[config.mk]
export PLATFORM = sky130hd
export DESIGN_NAME = codec_sample_buffer_flat
export DESIGN_NICKNAME = d
export VERILOG_FILES = /design/src/rtl/audio_pkg.sv /design/src/rtl/codec_sample_buffer_if.sv /design/src/rtl/sample_fifo.sv /design/src/rtl/codec_sample_buffer.sv /design/src/flat_wrapper.sv
export SDC_FILE = /design/constraint.sdc
export NUM_CORES = 1
export LEC_CHECK = 0
export ABC_AREA = 1
export CELL_PAD_IN_SITES_DETAIL_PLACEMENT = 0
export CELL_PAD_IN_SITES_GLOBAL_PLACEMENT = 2
export CORE_ASPECT_RATIO = 0.6
export CORE_MARGIN = 1.5
export CORE_UTILIZATION = 39
export CTS_CLUSTER_SIZE = 28
export DETAILED_ROUTE_END_ITERATION = 10
export HOLD_SLACK_MARGIN = 0.15
export PLACE_DENSITY = 0.85
export REMOVE_ABC_BUFFERS = 1
export SETUP_SLACK_MARGIN = 0.1
export SYNTH_ARGS = -nofsm -noshare
export SYNTH_HDL_FRONTEND = slang
export SYNTH_SLANG_ARGS = --single-unit
[constraint.sdc]
create_clock -name clk -period 2.65 [get_ports clk]
set_input_delay 0.3975 -clock clk [delete_from_list [all_inputs] [get_ports clk]]
set_output_delay 0.3975 -clock clk [all_outputs]
set_load 0.005 [all_outputs]
[src/rtl/audio_pkg.sv]
// Shared encodings and defaults for the codec sample buffer slice.
// Holds fill/request FSM state types, default sample geometry and small helpers.
package audio_pkg;

   localparam int AUDIO_WIDTH = 16;
   localparam int AUDIO_DEPTH = 8;

   typedef enum logic {
      FILL_PRIME = 1'b0,
      FILL_RUN   = 1'b1
   } fill_state_t;

   typedef enum logic {
      REQ_IDLE = 1'b0,
      REQ_WAIT = 1'b1
   } req_state_t;

   function automatic logic [7:0] sat_inc8(input logic [7:0] v);
      if (v == 8'hFF) begin
         return v;
      end else begin
         return v + 8'd1;
      end
   endfunction

endpackage

[src/rtl/codec_sample_buffer_if.sv]
// Sample/frame handshake between music player, buffer and AC97 codec.
// master = player/codec side, slave = the buffer.
interface codec_sample_buffer_if #(
   parameter int WIDTH = 16,
   parameter int DEPTH = 8
);
   localparam int LW = $clog2(DEPTH) + 1;

   logic signed [WIDTH-1:0] sample_in;
   logic                    sample_in_valid;
   logic                    new_frame;
   logic                    sample_request;
   logic signed [WIDTH-1:0] sample_out;
   logic [LW-1:0]           level;
   logic [7:0]              underflow_count;
   logic                    overflow;

   modport master (
      output sample_in, sample_in_valid, new_frame,
      input  sample_request, sample_out, level, underflow_count, overflow
   );

   modport slave (
      input  sample_in, sample_in_valid, new_frame,
      output sample_request, sample_out, level, underflow_count, overflow
   );
endinterface

[src/rtl/sample_fifo.sv]
// Sample storage with wrap-around read/write pointers; occupancy is tracked by the owner.
// o_head presents the entry at the read pointer combinationally.
module sample_fifo #(
   parameter int WIDTH = 16,
   parameter int DEPTH = 8
) (
   input  logic                    clk,
   input  logic                    reset,
   input  logic                    i_push,
   input  logic                    i_pop,
   input  logic signed [WIDTH-1:0] i_data,
   output logic signed [WIDTH-1:0] o_head
);
   localparam int PW = $clog2(DEPTH);

   logic signed [WIDTH-1:0] r_mem [DEPTH];
   logic [PW-1:0]           r_wr_ptr;
   logic [PW-1:0]           r_rd_ptr;

   // Pointers wrap naturally because DEPTH is a power of two.
   always_ff @(posedge clk) begin
      if (reset) begin
         r_wr_ptr <= {PW{1'b0}};
         r_rd_ptr <= {PW{1'b0}};
      end else begin
         if (i_push) begin
            r_wr_ptr <= r_wr_ptr + PW'(1'b1);
         end
         if (i_pop) begin
            r_rd_ptr <= r_rd_ptr + PW'(1'b1);
         end
      end
   end

   always_ff @(posedge clk) begin
      if (!reset && i_push) begin
         r_mem[r_wr_ptr] <= i_data;
      end
   end

   assign o_head = r_mem[r_rd_ptr];

endmodule

[src/rtl/codec_sample_buffer.sv]
// Elastic sample buffer between the music player and the AC97 codec interface:
// primes to half full, then serves one sample per codec frame and re-requests refills.
module codec_sample_buffer
   import audio_pkg::*;
#(
   parameter int WIDTH       = AUDIO_WIDTH,
   parameter int DEPTH       = AUDIO_DEPTH,
   parameter int REQ_TIMEOUT = 1024
) (
   input logic                  clk,
   input logic                  reset,
   codec_sample_buffer_if.slave bus
);
   localparam int LW = $clog2(DEPTH) + 1;
   localparam int TW = $clog2(REQ_TIMEOUT + 1);

   logic                    w_push;
   logic                    w_pop;
   logic                    w_underflow;
   logic                    w_room;
   logic signed [WIDTH-1:0] w_head;

   fill_state_t             r_fill_state;
   req_state_t              r_req_state;
   logic [LW-1:0]           r_level;
   logic signed [WIDTH-1:0] r_sample_out;
   logic [7:0]              r_underflow_count;
   logic                    r_overflow;
   logic                    r_sample_request;
   logic [TW-1:0]           r_timer;

   // A full FIFO still accepts a push when a pop frees the head slot in the same cycle.
   always_comb begin
      w_pop       = 1'b0;
      w_underflow = 1'b0;
      if (r_fill_state == FILL_RUN && bus.new_frame) begin
         if (r_level != {LW{1'b0}}) begin
            w_pop = 1'b1;
         end else begin
            w_underflow = 1'b1;
         end
      end else begin
         w_pop       = 1'b0;
         w_underflow = 1'b0;
      end
      w_push = bus.sample_in_valid && ((r_level < LW'(DEPTH)) || w_pop);
      w_room = (r_level + LW'(w_push)) < LW'(DEPTH);
   end

   sample_fifo #(
      .WIDTH (WIDTH),
      .DEPTH (DEPTH)
   ) u_fifo (
      .clk    (clk),
      .reset  (reset),
      .i_push (w_push),
      .i_pop  (w_pop),
      .i_data (bus.sample_in),
      .o_head (w_head)
   );

   always_ff @(posedge clk) begin
      if (reset) begin
         r_level           <= {LW{1'b0}};
         r_sample_out      <= {WIDTH{1'b0}};
         r_underflow_count <= 8'd0;
         r_overflow        <= 1'b0;
      end else begin
         case ({w_push, w_pop})
            2'b10:   r_level <= r_level + LW'(1'b1);
            2'b01:   r_level <= r_level - LW'(1'b1);
            default: r_level <= r_level;
         endcase
         if (w_pop) begin
            r_sample_out <= w_head;
         end
         if (w_underflow) begin
            r_underflow_count <= sat_inc8(r_underflow_count);
         end
         if (bus.sample_in_valid && !w_push) begin
            r_overflow <= 1'b1;
         end
      end
   end

   // Fill and request FSMs; RUN is terminal until reset.
   always_ff @(posedge clk) begin
      if (reset) begin
         r_fill_state     <= FILL_PRIME;
         r_req_state      <= REQ_IDLE;
         r_sample_request <= 1'b0;
         r_timer          <= {TW{1'b0}};
      end else begin
         case (r_fill_state)
            FILL_PRIME: r_fill_state <= (r_level >= LW'(DEPTH / 2)) ? FILL_RUN : FILL_PRIME;
            FILL_RUN:   r_fill_state <= FILL_RUN;
            default:    r_fill_state <= FILL_PRIME;
         endcase

         case (r_req_state)
            REQ_IDLE: begin
               r_timer <= {TW{1'b0}};
               if (w_room) begin
                  r_sample_request <= 1'b1;
                  r_req_state      <= REQ_WAIT;
               end else begin
                  r_sample_request <= 1'b0;
               end
            end
            REQ_WAIT: begin
               r_sample_request <= 1'b0;
               if (bus.sample_in_valid || r_timer == TW'(REQ_TIMEOUT - 1)) begin
                  r_req_state <= REQ_IDLE;
                  r_timer     <= {TW{1'b0}};
               end else begin
                  r_timer <= r_timer + TW'(1'b1);
               end
            end
            default: begin
               r_req_state      <= REQ_IDLE;
               r_sample_request <= 1'b0;
               r_timer          <= {TW{1'b0}};
            end
         endcase
      end
   end

   assign bus.sample_request  = r_sample_request;
   assign bus.sample_out      = r_sample_out;
   assign bus.level           = r_level;
   assign bus.underflow_count = r_underflow_count;
   assign bus.overflow        = r_overflow;

endmodule

[src/flat_wrapper.sv]
// flat-port wrapper written by rule: the top's interface ports become plain ports
module codec_sample_buffer_flat import audio_pkg::*;
#(
   parameter int WIDTH       = AUDIO_WIDTH,
   parameter int DEPTH       = AUDIO_DEPTH,
   parameter int REQ_TIMEOUT = 1024
)
  (clk, reset, bus_sample_in, bus_sample_in_valid, bus_new_frame, bus_sample_request, bus_sample_out, bus_level, bus_underflow_count, bus_overflow);
  codec_sample_buffer_if #(.WIDTH(WIDTH), .DEPTH(DEPTH)) bus_i ();
  input logic clk;
  input logic reset;
  input wire logic [$bits(bus_i.sample_in)-1:0] bus_sample_in;
  input wire logic [$bits(bus_i.sample_in_valid)-1:0] bus_sample_in_valid;
  input wire logic [$bits(bus_i.new_frame)-1:0] bus_new_frame;
  output wire logic [$bits(bus_i.sample_request)-1:0] bus_sample_request;
  output wire logic [$bits(bus_i.sample_out)-1:0] bus_sample_out;
  output wire logic [$bits(bus_i.level)-1:0] bus_level;
  output wire logic [$bits(bus_i.underflow_count)-1:0] bus_underflow_count;
  output wire logic [$bits(bus_i.overflow)-1:0] bus_overflow;
  assign bus_i.sample_in = bus_sample_in;
  assign bus_i.sample_in_valid = bus_sample_in_valid;
  assign bus_i.new_frame = bus_new_frame;
  assign bus_sample_request = bus_i.sample_request;
  assign bus_sample_out = bus_i.sample_out;
  assign bus_level = bus_i.level;
  assign bus_underflow_count = bus_i.underflow_count;
  assign bus_overflow = bus_i.overflow;
  codec_sample_buffer #(.WIDTH(WIDTH), .DEPTH(DEPTH), .REQ_TIMEOUT(REQ_TIMEOUT)) u_core (.clk(clk), .reset(reset), .bus(bus_i));
endmodule
==> flow_summary.ini <==
; yosys + openroad results
[route]
wl_met1_um = 8130
num_vias = 4820
firstDrtPassIters = 4
postRouteAntennaNets = 0
wl_um = 16100
routed.top_layer = met4
route.detailed.drc = 0

[die]
nWellTaps = 240
core-area_mm2 = 0.0181
die_h_um = 108
die_width_um = 178
rows = 38
chip_area_mm2 = 0.0193

[clock_network]
cts_buffer_depth = 2
path_clk_slew_ns = 0.07
cts_max_level = 4
post_cts.repair.setup_buffers = 0
post_cts_resized = 0
clock_sinks = 177

[power_and_ir_drop]
switchingPower_uw = 1410
p_seq_share_pct = 50.7
seq_cell_power_uw = 3070
ir_drop_v = 0.000442
p_int_uw = 4640
pwr-share-comb_pct = 7.9
power_clock_uw = 2510
power_leader = registers
power_frac_clock_pct = 41.4

[layout]
drive_gt1_share_pct = 11.1
top_register = u_core.u_fifo.r_mem
syn_to_final_growth_pct = 19.4
mi_logic_area_mm2 = 0.00206
inv_count = 27
largest_register_ff_count = 128
flops = 177
final_cell_mix = nor2_1 (136), edfxtp_1 (128), o21ai_0 (72)
clkbuf_count = 22
seq_share_pct = 56.2
register_area_mm2 = 0.00483
antenna_cells = 0
nonClkBufAreaFrac_pct = 7.93
final_area_mm2 = 0.00858
nonClockBufferCount = 71
fillCellCount = 1638

[synthesis]
syn_inst = 646
synth-edff-count = 128
flop_cell = edfxtp_1
yosys.cell_types.count = 36
most_common_cell = nor2_1
yosysWarnings = 0
yosysTopAreaCell = edfxtp_1
yosys_cells = 646
mux_share_pct = 0
syn_area_mm2 = 0.00719

[timing]
hold_viol_final = 0
finalClockPeriodUsage_pct = 81.9
fmax_ghz = 0.461
drv_slew = 0
worst_pin_slew_ns = 0.720
rsz0062_at_grt = false
fin_setup_tns_ns = 0
max-slew-margin-rel_pct = 52.0
holdWs_ns = 0.449
clock_skew_ns = 0.0211

[grt]
grtUsageMet2_pct = 26.7
gr-usage-met3_pct = 4.71
track_usage_pct = 17.7
grtUsageMet1_pct = 25.3
grt_pass1_vias = 4630
antenna_found_initial = 0

[critical_path]
critPathMaxFanout = 8
timing.critical_path.buf_inv = 2
start_kind = flop
crit_type = reg2reg
arrival_ns = 2.51
end_kind = flop
setup.worst_path.end = u_core.bus.level[2]$_SDFFE_PP0P_
rrSetupSlack_ns = 0.48
rr_worst_depth = 14
cp_top_family = simple AND/OR/NAND/NOR gates
r2r_start = u_core.bus.level[3]$_SDFFE_PP0P_
required_ns = 2.99

[placement]
dp.cells = 926
dp_hpwl_um = 10100
io_buffers = 49

[flow_run]
drv_cap = 0

[hold_path]
whs_path_depth = 1
hp-class = reg2reg

[run_status]
outcome = finished, final reports clean
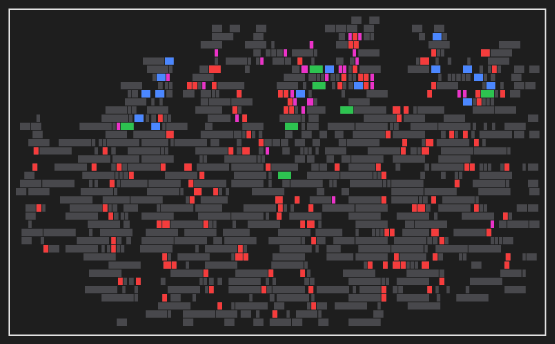
Fig. 1. Logic cells by family.
(3 px per um)
| family | color | cells | most used |
|---|---|---|---|
| XOR/XNOR gates | blue | 15 | xor2_1 |
| inverters | magenta | 27 | inv_1 |
| inverting AOI/OAI gates | red | 129 | o21ai_0 |
| adder and majority cells | green | 7 | ha_1 |
final std cells w/o fill: 958
most frequent logic cell in the layout: nor2_1
logic share of the area: 24.0%

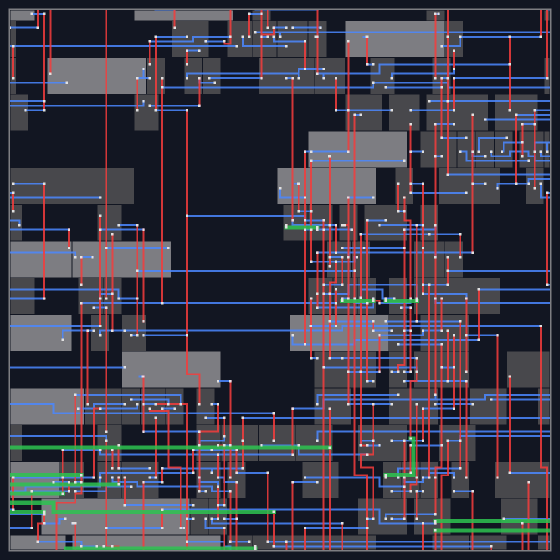
Fig. 2. Zoomed window.
Region (69, 56) to (109, 96) um. Cells in gray, sequential cells in the stronger gray; small squares are vias.
| layer | color |
|---|---|
| met1 | blue |
| met3 | green |
| met2 | red |
sequential cells in the window: 11
netlist names of flops here include: u_core.u_fifo.r_wr_ptr (3), u_core.u_fifo.r_mem (2), u_core.u_fifo.r_rd_ptr (2)
cells with their middle in the window: 94
most frequent: nand2_1 (15), buf_4 (12), nor2_1 (9)

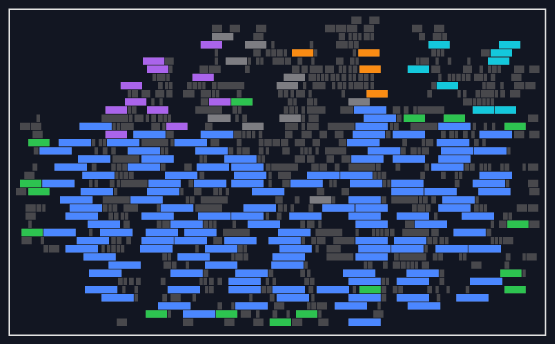
Fig. 3. Sequential cells grouped by signal name.
(3 px per um)
| name in the netlist | color | sequential cells |
|---|---|---|
| u_core.bus.underflow_count | cyan | 8 |
| u_core.u_fifo.r_mem | blue | 128 |
| u_core.bus.level | orange | 4 |
| u_core.bus.sample_out | green | 16 |
| u_core.r_timer | purple | 11 |
not colored: 10

No activity file was given, so power comes from the tool's default toggle rates.
